==> run_1/power_grid.png <==
Scale bar: 50 µm. Pins as bars on the die edge.
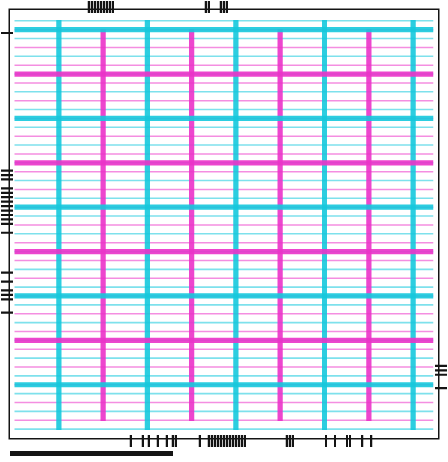
==> run_1/placement_by_type.png <==
Scale bar: 50 µm.
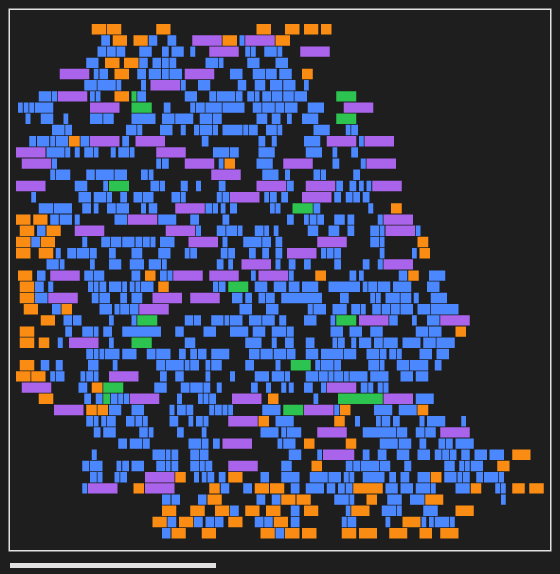
==> run_1/clk_routes.png <==
Scale bar: 50 µm.
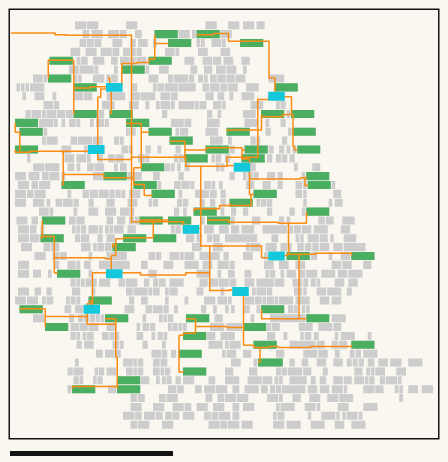
**src/rtl/ntt_op_sequencer_pkg.sv**
```systemverilog
// Shared definitions for the NTT op-code sequencer: op codes, FSM states
// and default datapath geometry.
package ntt_op_sequencer_pkg;

    localparam int PE_DEPTH_DEF   = 3;
    localparam int BRAM_DEPTH_DEF = 8;

    localparam logic [4:0] OP_NONE     = 5'd0;
    localparam logic [4:0] OP_LD_PARAM = 5'd1;
    localparam logic [4:0] OP_LD_W     = 5'd2;
    localparam logic [4:0] OP_LD_DATA  = 5'd3;
    localparam logic [4:0] OP_NTT      = 5'd4;
    localparam logic [4:0] OP_INTT     = 5'd7;
    localparam logic [4:0] OP_RD_I     = 5'd8;
    localparam logic [4:0] OP_PWM      = 5'd10;
    localparam logic [4:0] OP_RD_N     = 5'd11;

    typedef enum logic [2:0] {
        ST_IDLE,
        ST_LD_P,
        ST_LD_W,
        ST_LD_D,
        ST_RUN,
        ST_DRAIN,
        ST_PWM,
        ST_RD
    } state_e;

endpackage

```
**src/rtl/ntt_op_sequencer_stage.sv**
```systemverilog
// Issue/drain counter pair shared by the NTT/INTT and PWM phases.
// While issue_i is high it walks bf_idx through count_i slots; while drain_i
// is high it counts the pipeline drain and bumps the stage at its end.
module ntt_stage_counter #(
    parameter int CW = 10,
    parameter int LW = 3
) (
    input  logic          clk,
    input  logic          reset,
    input  logic          clear_i,
    input  logic          issue_i,
    input  logic          drain_i,
    input  logic [CW-1:0] count_i,
    input  logic [3:0]    stage_limit_i,
    input  logic [LW-1:0] pipe_lat_i,
    output logic          bf_en_o,
    output logic [CW-1:0] bf_idx_o,
    output logic [3:0]    bf_stage_o,
    output logic          issue_end_o,
    output logic          drain_end_o,
    output logic          last_o
);

    localparam logic [CW-1:0] ONE_C = CW'(1);
    localparam logic [LW-1:0] ONE_L = LW'(1);

    logic [CW-1:0] idx_q, idx_d;
    logic [LW-1:0] lat_q, lat_d;
    logic [3:0]    stage_q, stage_d;

    assign bf_en_o     = issue_i;
    assign bf_idx_o    = idx_q;
    assign bf_stage_o  = stage_q;
    assign issue_end_o = issue_i && (idx_q == count_i - ONE_C);
    assign drain_end_o = drain_i && (lat_q == pipe_lat_i - ONE_L);
    assign last_o      = drain_end_o && (stage_q == stage_limit_i - 4'd1);

    // Advance the slot counter while issuing and the drain/stage counters while draining.
    always_comb begin
        idx_d   = idx_q;
        lat_d   = lat_q;
        stage_d = stage_q;
        if (clear_i) begin
            idx_d   = '0;
            lat_d   = '0;
            stage_d = '0;
        end else begin
            if (issue_i) begin
                idx_d = issue_end_o ? '0 : idx_q + ONE_C;
            end
            if (drain_i) begin
                lat_d = drain_end_o ? '0 : lat_q + ONE_L;
                if (drain_end_o) begin
                    stage_d = stage_q + 4'd1;
                end
            end
        end
    end

    // Counter registers with synchronous reset.
    always_ff @(posedge clk) begin
        if (reset) begin
            idx_q   <= '0;
            lat_q   <= '0;
            stage_q <= '0;
        end else begin
            idx_q   <= idx_d;
            lat_q   <= lat_d;
            stage_q <= stage_d;
        end
    end

endmodule

```
**src/rtl/ntt_op_sequencer.sv**
```systemverilog
// Command sequencer for the 8-PE NTT datapath: decodes op-code pulses and
// drives BRAM write strobes, butterfly issue and read-out addressing.
module ntt_op_sequencer
    import ntt_op_sequencer_pkg::*;
#(
    parameter int PE_DEPTH   = PE_DEPTH_DEF,
    parameter int BRAM_DEPTH = BRAM_DEPTH_DEF,
    parameter int W_WORDS    = 2552,
    parameter int PIPE_LAT   = 6,
    parameter int MAX_DEPTH  = 12
) (
    input  logic                  clk,
    input  logic                  reset,
    input  logic [4:0]            OP_CODE,
    input  logic                  din_valid,
    input  logic [3:0]            ring_depth,
    output logic                  busy,
    output logic                  done,
    output logic                  err_op,
    output logic                  param_we,
    output logic [1:0]            param_sel,
    output logic                  w_we,
    output logic [11:0]           w_addr,
    output logic                  d_we,
    output logic                  d_poly,
    output logic [PE_DEPTH-1:0]   d_pe,
    output logic [BRAM_DEPTH-1:0] d_addr,
    output logic                  bf_en,
    output logic                  bf_inv,
    output logic                  bf_pwm,
    output logic [3:0]            bf_stage,
    output logic [BRAM_DEPTH-1:0] bf_idx,
    output logic                  rd_en,
    output logic [BRAM_DEPTH-1:0] rd_addr
);

    localparam int NW = MAX_DEPTH + 2;
    localparam int CW = MAX_DEPTH - PE_DEPTH + 1;
    localparam int LW = $clog2(PIPE_LAT + 1);
    localparam int JW = PE_DEPTH + BRAM_DEPTH;

    localparam logic [NW-1:0] ONE_N     = NW'(1);
    localparam logic [CW-1:0] ONE_C     = CW'(1);
    localparam logic [NW-1:0] P_LAST    = NW'(2);
    localparam logic [NW-1:0] W_LAST    = NW'(W_WORDS - 1);
    localparam logic [3:0]    DEPTH_MIN = 4'(PE_DEPTH + 1);
    localparam logic [3:0]    DEPTH_MAX = 4'(MAX_DEPTH);
    localparam logic [LW-1:0] LAT_V     = LW'(PIPE_LAT);

    state_e        state_q, state_d;
    logic [NW-1:0] cnt_q, cnt_d;
    logic [NW-1:0] n_q, n_d;
    logic [CW-1:0] g_q, g_d;
    logic [3:0]    depth_q, depth_d;
    logic          inv_q, inv_d;
    logic          pwm_q, pwm_d;
    logic          done_q, done_d;
    logic          err_q, err_d;

    logic          opValid;
    logic          depthNeeded;
    logic          depthOk;
    state_e        opState;
    logic [NW-1:0] rdCount;
    logic          polyHi;
    logic [JW-1:0] jIdx;

    logic          scIssue;
    logic          scDrain;
    logic [CW-1:0] scCount;
    logic [3:0]    scLimit;
    logic          scEn;
    logic [CW-1:0] scIdx;
    logic [3:0]    scStage;
    logic          scIssueEnd;
    logic          scDrainEnd;
    logic          scLast;

    assign rdCount = n_q >> PE_DEPTH;
    assign polyHi  = (cnt_q >= n_q);
    assign jIdx    = JW'(polyHi ? cnt_q - n_q : cnt_q);
    assign depthOk = (ring_depth >= DEPTH_MIN) && (ring_depth <= DEPTH_MAX);

    assign scIssue = (state_q == ST_RUN) || (state_q == ST_PWM);
    assign scDrain = (state_q == ST_DRAIN);
    assign scCount = pwm_q ? (g_q << 1) : g_q;
    assign scLimit = pwm_q ? 4'd1 : depth_q;

    ntt_stage_counter #(
        .CW (CW),
        .LW (LW)
    ) u_stage (
        .clk           (clk),
        .reset         (reset),
        .clear_i       (state_q == ST_IDLE),
        .issue_i       (scIssue),
        .drain_i       (scDrain),
        .count_i       (scCount),
        .stage_limit_i (scLimit),
        .pipe_lat_i    (LAT_V),
        .bf_en_o       (scEn),
        .bf_idx_o      (scIdx),
        .bf_stage_o    (scStage),
        .issue_end_o   (scIssueEnd),
        .drain_end_o   (scDrainEnd),
        .last_o        (scLast)
    );

    // Classify the incoming op code: legality, depth check and target state.
    always_comb begin
        opValid     = 1'b1;
        depthNeeded = 1'b1;
        opState     = ST_IDLE;
        case (OP_CODE)
            OP_LD_PARAM: begin opState = ST_LD_P; depthNeeded = 1'b0; end
            OP_LD_W:     begin opState = ST_LD_W; depthNeeded = 1'b0; end
            OP_LD_DATA:  opState = ST_LD_D;
            OP_NTT:      opState = ST_RUN;
            OP_INTT:     opState = ST_RUN;
            OP_PWM:      opState = ST_PWM;
            OP_RD_I:     opState = ST_RD;
            OP_RD_N:     opState = ST_RD;
            default:     opValid = 1'b0;
        endcase
    end

    // Next-state logic: command acceptance in IDLE and phase sequencing elsewhere.
    always_comb begin
        state_d = state_q;
        cnt_d   = cnt_q;
        n_d     = n_q;
        g_d     = g_q;
        depth_d = depth_q;
        inv_d   = inv_q;
        pwm_d   = pwm_q;
        done_d  = 1'b0;
        err_d   = 1'b0;

        if (state_q != ST_IDLE && OP_CODE != OP_NONE) begin
            err_d = 1'b1;
        end

        case (state_q)
            ST_IDLE: begin
                cnt_d = '0;
                if (OP_CODE != OP_NONE) begin
                    if (!opValid || (depthNeeded && !depthOk)) begin
                        err_d = 1'b1;
                    end else begin
                        state_d = opState;
                        n_d     = ONE_N << ring_depth;
                        g_d     = ONE_C << (ring_depth - DEPTH_MIN);
                        depth_d = ring_depth;
                        inv_d   = (OP_CODE == OP_INTT);
                        pwm_d   = (OP_CODE == OP_PWM);
                    end
                end
            end
            ST_LD_P, ST_LD_W, ST_LD_D: begin
                if (din_valid) begin
                    if ((state_q == ST_LD_P && cnt_q == P_LAST) ||
                        (state_q == ST_LD_W && cnt_q == W_LAST) ||
                        (state_q == ST_LD_D && cnt_q == (n_q << 1) - ONE_N)) begin
                        state_d = ST_IDLE;
                        done_d  = 1'b1;
                        cnt_d   = '0;
                    end else begin
                        cnt_d = cnt_q + ONE_N;
                    end
                end
            end
            ST_RUN, ST_PWM: begin
                if (scIssueEnd) begin
                    state_d = ST_DRAIN;
                end
            end
            ST_DRAIN: begin
                if (scLast) begin
                    state_d = ST_IDLE;
                    done_d  = 1'b1;
                end else if (scDrainEnd) begin
                    state_d = pwm_q ? ST_PWM : ST_RUN;
                end
            end
            ST_RD: begin
                if (cnt_q == rdCount - ONE_N) begin
                    state_d = ST_IDLE;
                    done_d  = 1'b1;
                    cnt_d   = '0;
                end else begin
                    cnt_d = cnt_q + ONE_N;
                end
            end
            default: state_d = ST_IDLE;
        endcase
    end

    // State and latched command registers with synchronous reset.
    always_ff @(posedge clk) begin
        if (reset) begin
            state_q <= ST_IDLE;
            cnt_q   <= '0;
            n_q     <= '0;
            g_q     <= '0;
            depth_q <= '0;
            inv_q   <= 1'b0;
            pwm_q   <= 1'b0;
            done_q  <= 1'b0;
            err_q   <= 1'b0;
        end else begin
            state_q <= state_d;
            cnt_q   <= cnt_d;
            n_q     <= n_d;
            g_q     <= g_d;
            depth_q <= depth_d;
            inv_q   <= inv_d;
            pwm_q   <= pwm_d;
            done_q  <= done_d;
            err_q   <= err_d;
        end
    end

    // Output decode: every address is forced to zero unless its strobe is high.
    always_comb begin
        busy      = (state_q != ST_IDLE);
        done      = done_q;
        err_op    = err_q;
        param_we  = (state_q == ST_LD_P) && din_valid;
        param_sel = param_we ? cnt_q[1:0] : 2'd0;
        w_we      = (state_q == ST_LD_W) && din_valid;
        w_addr    = w_we ? 12'(cnt_q) : 12'd0;
        d_we      = (state_q == ST_LD_D) && din_valid;
        d_poly    = d_we && polyHi;
        d_pe      = d_we ? jIdx[PE_DEPTH-1:0] : '0;
        d_addr    = d_we ? jIdx[JW-1:PE_DEPTH] : '0;
        bf_en     = scEn;
        bf_idx    = scEn ? BRAM_DEPTH'(scIdx) : '0;
        bf_stage  = busy ? scStage : 4'd0;
        bf_inv    = inv_q && !pwm_q && ((state_q == ST_RUN) || (state_q == ST_DRAIN));
        bf_pwm    = (state_q == ST_PWM);
        rd_en     = (state_q == ST_RD);
        rd_addr   = rd_en ? BRAM_DEPTH'(cnt_q) : '0;
    end

endmodule
```
**config.mk**
```make
export PLATFORM = sky130hd
export DESIGN_NAME = ntt_op_sequencer
export DESIGN_NICKNAME = d
export VERILOG_FILES = /design/src/rtl/ntt_op_sequencer_pkg.sv /design/src/rtl/ntt_op_sequencer_stage.sv /design/src/rtl/ntt_op_sequencer.sv
export SDC_FILE = /design/constraint.sdc
export NUM_CORES = 1
export LEC_CHECK = 0
export CAP_MARGIN = 40
export CORE_UTILIZATION = 35
export CTS_BUF_LIST = sky130_fd_sc_hd__clkbuf_8
export DETAILED_ROUTE_END_ITERATION = 10
export PLACE_DENSITY_LB_ADDON = 0.25
export SYNTH_ARGS = -nofsm -noshare
export SYNTH_HDL_FRONTEND = slang
export SYNTH_HIERARCHICAL = 1
export SYNTH_SLANG_ARGS = --single-unit
```
**constraint.sdc**
```tcl
create_clock -name clk -period 4.3 [get_ports clk]
set_input_delay 0.86 -clock clk [delete_from_list [all_inputs] [get_ports clk]]
set_output_delay 0.86 -clock clk [all_outputs]
set_load 0.01 [all_outputs]
```
==> results.py, run 1 <==
# Flow results
metrics = {
    "global_route": {
        "grt_max_degree": 42,
        "grtUsageTotal_pct": 19.4,
        "overflow": 0,
        "antenna_found_initial": 0,
        "busiest_layer": "met1",
    },
    "clock_tree": {
        "clk_latency_ns": 0.36,
        "clk_pin_slew_ns": 0.07,
        "cts_root_buf": "clkbuf_8",
        "postCtsSetupRepairBufs": 0,
        "cts_tree": "built",
        "ctsHoldBuffers": 0,
    },
    "floorplan": {
        "die_x_um": 131,
        "die_h_um": 131,
        "ios": 68,
    },
    "worst_setup_path": {
        "r2r_cells": 15,
        "crit_cells": 14,
        "cp-end-kind": "primary output",
        "r2r_start": "pwm_q",
        "critPathLaunch": "cnt_q[0]",
        "crit_family": "AND-OR/OR-AND gates",
        "required_ns": 3.44,
    },
    "drt": {
        "drtAntennaViolNets": 0,
        "drt_first_pass_iters": 5,
        "wirelength_met1_mm": 8.52,
        "route.met3.wl_um": 835,
        "vias": 5536,
    },
    "logic_synthesis": {
        "synth.most_common_cell": "nor2_1",
        "syn_area_per_cell_um2": 7.57,
        "netlist_instances": 771,
        "xor_area_share_pct": 11.4,
        "synth_cell_type_count": 78,
    },
    "place": {
        "post_dp_cell_area_mm2": 0.00671,
    },
    "outcome": {
        "status": "complete, no violations",
    },
    "pwr": {
        "internal_power_mw": 1.18,
        "p_comb_share_pct": 33.3,
        "total_leakage_power_nw": 2.86,
    },
    "cells_and_area": {
        "buf_share_pct": 13.5,
    },
    "sta": {
        "fin_crit_ns": 4.01,
    },
}
Back to the opening pictures, power_grid.png:
VDD: shown in magenta. VSS: shown in cyan.
9 straps on met4. 47 met1 rails follow the rows. The core has 46 rows. 68 signal pins sit on the boundary.

Back to the opening pictures, placement_by_type.png:
flops: shown in purple, cells 66, share of their area 20%. combinational and other logic: shown in blue, cells 651, share of their area 63%. other buffers and delay cells: shown in orange, cells 99, share of their area 14%. clock drivers and dummy loads: shown in green, cells 15, share of their area 3.1%.
CORE AREA: 0.0161 mm²
fraction of area in registers: 19.0%
Final Cell Area: 0.00695 mm²
Rows: 46
fin util: 43.3%

Back to the opening pictures, clk_routes.png:
clock wires: shown in orange, length 1090 µm. flip-flops: shown in green, count 66. clock drivers: shown in cyan, count 9.
There are 10 routed clock nets.

==> run_1/wires.png <==
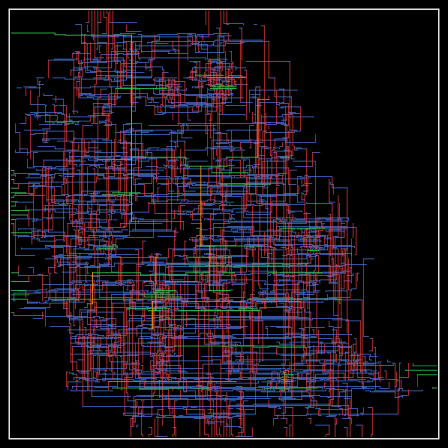

--- run 2 (diff from run 1) ---
CELL_PAD_IN_SITES_DETAIL_PLACEMENT = 1   (was not set)
CELL_PAD_IN_SITES_GLOBAL_PLACEMENT = 2   (was not set)
CORE_UTILIZATION = 34   (was 35)
==> run_2/wires.png <==
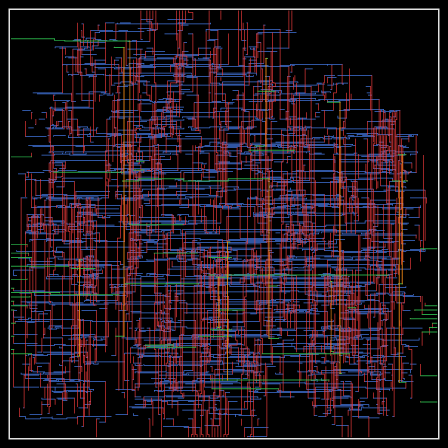
metal 4: shown in orange, wire length 521 µm. metal 3: shown in green, wire length 570 µm. metal 1: shown in blue, wire length 9460 µm. metal 2: shown in red, wire length 9900 µm.

==> run_2/clk_routes.png <==
Scale bar: 50 µm.
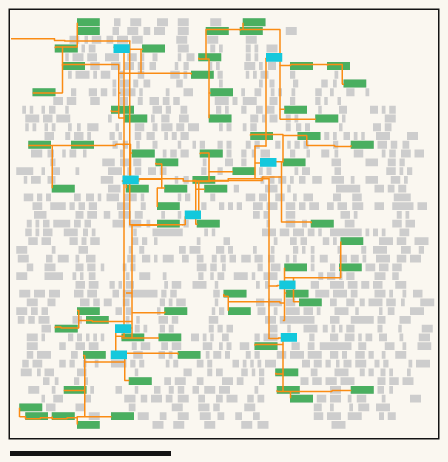
flip-flops: shown in green, count 66. clock wires: shown in orange, length 1180 µm. clock drivers: shown in cyan, count 9.
Position of the flops: widely spread.
clk latency late pin: 0.38 ns
Fin Clk Skew: 0.0169 ns

==> run_2/power_grid.png <==
Scale bar: 50 µm. Pins as bars on the die edge.
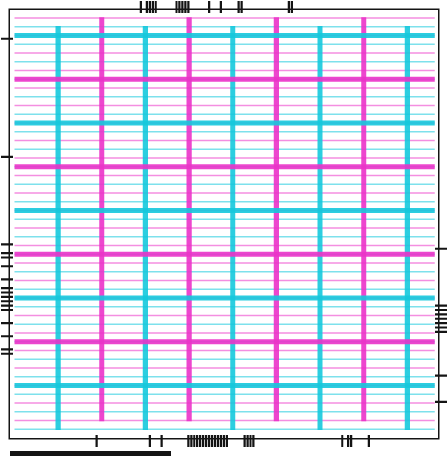
Chip Height: 133 µm
maximum vdd drop: 0.000130 V

==> run 2 against run 1 <==
Compared with the run above:
- largest power group unchanged
- core utilization decreased by 1.1 points
- highest routed layer unchanged
- global-route usage increased by 4.5 points
- sequential share of layout area decreased by 0.28 points
- critical path depth unchanged
- maximum frequency decreased by 4.6%
- area after synthesis unchanged
- hold slack improved by 0.0017 ns
- die area increased by 2.9%
- clock power increased by 11%
- via count increased by 4.4%
==> results.py, run 2 <==
# Flow results
metrics = {
    "outcome": {
        "status": "complete, no violations",
    },
    "logic_synthesis": {
        "syn_area_per_cell_um2": 7.57,
        "top_area_cell": "dfxtp_1",
        "ys_ff": 66,
        "synth.most_common_cell": "nor2_1",
        "netlist_instances": 771,
        "xor_area_share_pct": 11.4,
        "ff_type": "dfxtp_1",
        "mux_area_share_pct": 4.14,
        "ys_area_mm2": 0.00584,
        "netlist_top_cells_count": "nor2_1, dfxtp_1, nand2_1",
        "netlist.area_leader.share_pct": 22.6,
        "ys_cells": 771,
        "synth-edff-count": 0,
        "synth_cell_type_count": 78,
        "simple_gate_share_pct": 31.6,
    },
    "floorplan": {
        "core_mm2": 0.0167,
        "ios": 68,
        "num_rows": 47,
        "die_x_um": 133,
    },
    "pwr": {
        "p_comb_share_pct": 33.5,
        "internal_power_mw": 1.24,
        "total_power_mw": 1.97,
        "switching_share_pct": 36.9,
        "power_density_mw_per_mm2": 279,
        "total_leakage_power_nw": 2.91,
    },
    "place": {
        "place_congestion": 0.853,
        "port_buffers": 67,
        "place_hpwl_mm": 15.6,
        "post_dp_cell_area_mm2": 0.00674,
    },
    "cells_and_area": {
        "n_all_buffers": 107,
        "logic_gates": 611,
        "clkCellAreaFrac_pct": 3.25,
        "lay_top_cells": "nor2_1, dfxtp_1, nand2_1",
        "largest_cell_class": "multi-input combinational cells",
        "buf_share_pct": 14.0,
        "final_cell_area_mm2": 0.00705,
        "seq_share_pct": 18.7,
        "finish.utilization_pct": 42.2,
    },
    "drt": {
        "vias": 5780,
        "drt_first_iter_violations": 284,
        "route.met2.wl_mm": 9.90,
        "wirelength_met1_mm": 9.46,
        "route.met3.wl_um": 570,
        "drtAntennaViolNets": 0,
        "top_layer_used": "met4",
        "via_per_inst": 5.45,
        "drt_first_pass_iters": 4,
    },
    "worst_setup_path": {
        "cp_max_fo": 5,
        "cp-end-kind": "primary output",
        "r2r_start": "pwm_q",
        "critPathLaunch": "cnt_q[0]",
        "crit_family": "AND-OR/OR-AND gates",
        "slowest_stage": "clkdlybuf4s50_1",
        "crit_cells": 14,
        "critPathMaxStageDelay_ns": 0.47,
        "crit_end": "d_pe[0]",
        "setup.worst_path.class": "flop to primary output",
        "r2r_slack_ns": 0.36,
        "required_ns": 3.44,
        "r2r_cells": 13,
    },
    "global_route": {
        "grtUsageTotal_pct": 23.9,
        "grt_pass1_wl_mm": 33.0,
        "overflow": 0,
        "grt_max_degree": 45,
        "antenna_found_initial": 0,
        "use_met3_pct": 3.87,
        "busiest_layer": "met2",
    },
    "clock_tree": {
        "clk_pin_slew_ns": 0.08,
        "ctsHoldBuffers": 0,
        "cts_buffer_depth": 2,
        "postCtsSetupRepairBufs": 4,
        "cts_max_level": 3,
        "cts_buffers": 9,
        "cts_tree": "built",
        "cts_root_buf": "clkbuf_8",
    },
    "sta": {
        "maxSlewViolCount": 0,
        "whs_ns": 0.464,
        "rsz0062_at_grt": "yes",
        "fmax_mhz": 238,
        "final-hold-violation-count": 0,
        "fin_crit_ns": 4.20,
        "fin_crit_sh_pct": 97.6,
        "timing.setup.tns_ns": 0,
    },
    "hold_path": {
        "hold_class": "flop to flop",
        "holdPathEnd": "inv_q",
    },
    "run": {
        "warning_count": 30,
    },
}
==> run_2/placement_by_type.png <==
Scale bar: 50 µm.
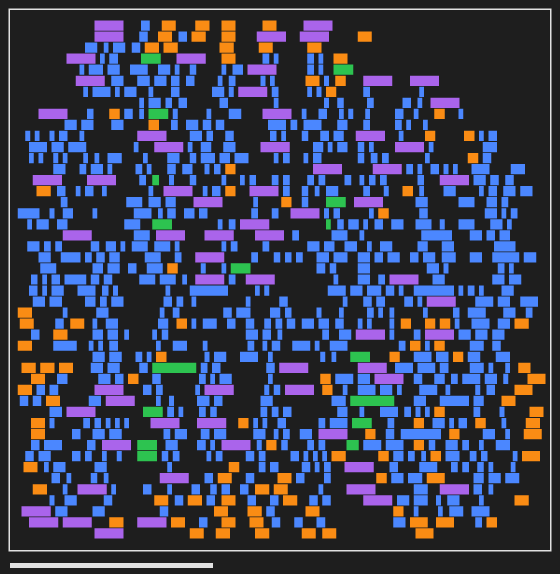

--- run 3 (diff from run 2) ---
--- a/config.mk
+++ b/config.mk
@@ -10,2 +10,3 @@
 export CELL_PAD_IN_SITES_GLOBAL_PLACEMENT = 2
+export CORE_ASPECT_RATIO = 1.1
 export CORE_UTILIZATION = 34
@@ -14,2 +15,3 @@
 export PLACE_DENSITY_LB_ADDON = 0.25
+export SKIP_LAST_GASP = 1
 export SYNTH_ARGS = -nofsm -noshare
==> constraint.sdc (replaced) <==
create_clock -name clk -period 4.3 [get_ports clk]
set_input_delay 0.43 -clock clk [delete_from_list [all_inputs] [get_ports clk]]
set_output_delay 0.43 -clock clk [all_outputs]
set_load 0.01 [all_outputs]
==> run_3/placement_by_type.png <==
Scale bar: 50 µm.
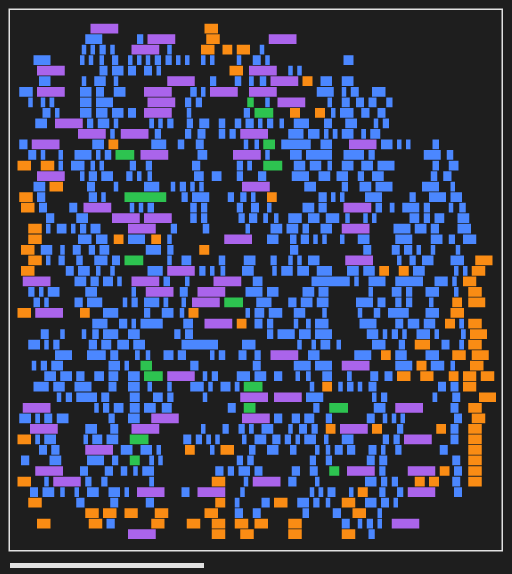
fraction of area in registers: 19.1%
CORE AREA: 0.0166 mm²
Final Cell Area: 0.00690 mm²
Rows: 49
fin util: 41.7%

==> run_3/wires.png <==
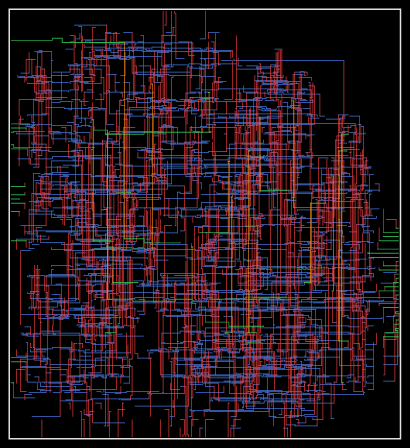
metal 2: shown in red, wire length 10000 µm. metal 1: shown in blue, wire length 8340 µm. metal 4: shown in orange, wire length 668 µm. metal 3: shown in green, wire length 502 µm.
via count: 5714
Routed wire per std cell: 18.9 µm
Post-Route WL: 19.5 mm
GRT Total Usage: 22.7%

==> run_3/clk_routes.png <==
Scale bar: 50 µm.
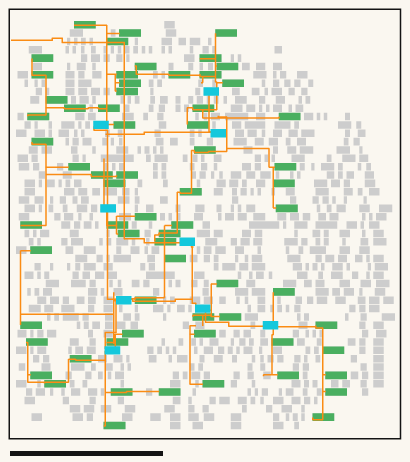
Fin Clk Skew: 0.0140 ns
clk latency late pin: 0.37 ns
clock power share: 29.6%

==> run 3 against run 2 <==
Compared with the run above:
- combinational power is 4.0% lower
- core utilization fell by 0.52 points
- highest routed layer unchanged
- hold slack worse by 0.012 ns
- cell count decreased by 2.5%
==> results.py, run 3 <==
# Flow results
metrics = {
    "global_route": {
        "antenna_found_initial": 0,
        "use_met3_pct": 3.00,
        "grt_max_degree": 31,
        "overflow": 0,
        "use_met2_pct": 41.4,
        "busiest_layer": "met2",
        "met1_usage_pct": 26.1,
        "grt_pass1_wl_mm": 31.5,
    },
    "sta": {
        "fin_crit_sh_pct": 94.8,
        "final-hold-violation-count": 0,
        "rsz0062_at_grt": "no",
        "fin_crit_ns": 4.08,
        "whs_ns": 0.452,
        "fmax_mhz": 245,
        "maxSlewViolCount": 0,
        "timing.setup.tns_ns": 0,
    },
    "cells_and_area": {
        "buf_share_pct": 13.2,
        "lay_top_cells": "nor2_1, dfxtp_1, clkdlybuf4s50_1",
        "clkCellAreaFrac_pct": 2.90,
        "logic_gates": 611,
        "largest_cell_class": "multi-input combinational cells",
        "n_all_buffers": 97,
    },
    "logic_synthesis": {
        "ys_area_mm2": 0.00584,
        "netlist.area_leader.share_pct": 22.6,
        "synth.most_common_cell": "nor2_1",
        "netlist_top_cells_count": "nor2_1, dfxtp_1, nand2_1",
        "simple_gate_share_pct": 31.6,
        "xor_area_share_pct": 11.4,
        "ys_ff": 66,
        "ff_type": "dfxtp_1",
        "synth-edff-count": 0,
        "synth_cell_type_count": 78,
        "topCombFamilyByArea": "simple AND/OR/NAND/NOR gates",
        "netlist_instances": 771,
    },
    "clock_tree": {
        "cts_tree": "built",
        "cts_root_buf": "clkbuf_8",
        "cts_max_level": 3,
        "clk_pin_slew_ns": 0.08,
        "cts_buffers": 9,
        "postCtsSetupRepairBufs": 0,
        "cts_buffer_depth": 2,
    },
    "pwr": {
        "max-vdd-ir-drop_v": 0.000141,
        "internal_power_mw": 1.14,
        "switching_share_pct": 39.0,
        "total_power_mw": 1.87,
        "power_density_mw_per_mm2": 272,
        "p_comb_share_pct": 33.7,
        "total_leakage_power_nw": 2.77,
    },
    "worst_setup_path": {
        "crit_family": "buffers and inverters",
        "r2r_slack_ns": 0.47,
        "cp_max_fo": 11,
        "cp-end-kind": "primary output",
        "slowest_stage": "dfxtp_1",
        "r2r_cells": 15,
        "setup.worst_path.class": "flop to primary output",
        "required_ns": 3.87,
        "crit_cells": 11,
        "critPathLaunch": "n_q[7]",
    },
    "floorplan": {
        "ios": 68,
        "die_h_um": 139,
        "die_x_um": 127,
    },
    "outcome": {
        "status": "complete, no violations",
    },
    "drt": {
        "drtAntennaViolNets": 0,
        "route.met2.wl_mm": 10.0,
        "drt_first_iter_violations": 203,
        "wirelength_met1_mm": 8.34,
        "route.met3.wl_um": 501,
        "drt_first_pass_iters": 4,
        "top_layer_used": "met4",
        "via_per_inst": 5.53,
    },
    "place": {
        "post_dp_cell_area_mm2": 0.00665,
        "place_congestion": 0.895,
        "place_hpwl_mm": 15.2,
    },
}

## Gallery

Congestion heat map.
picture 1
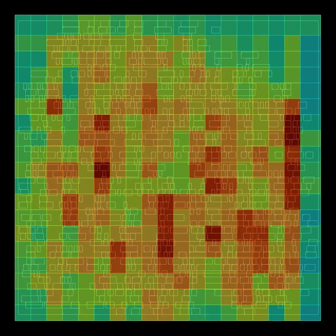
picture 2
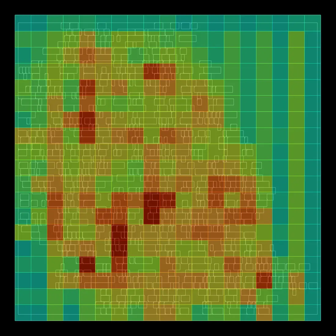
picture 3
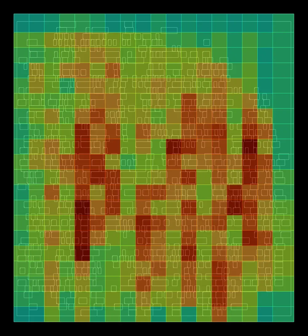
- least wire per cell: picture 2
picture 3 -> run 3
picture 2 -> run 1
picture 1 -> run 2

Power is estimated from default activity; no workload was simulated.
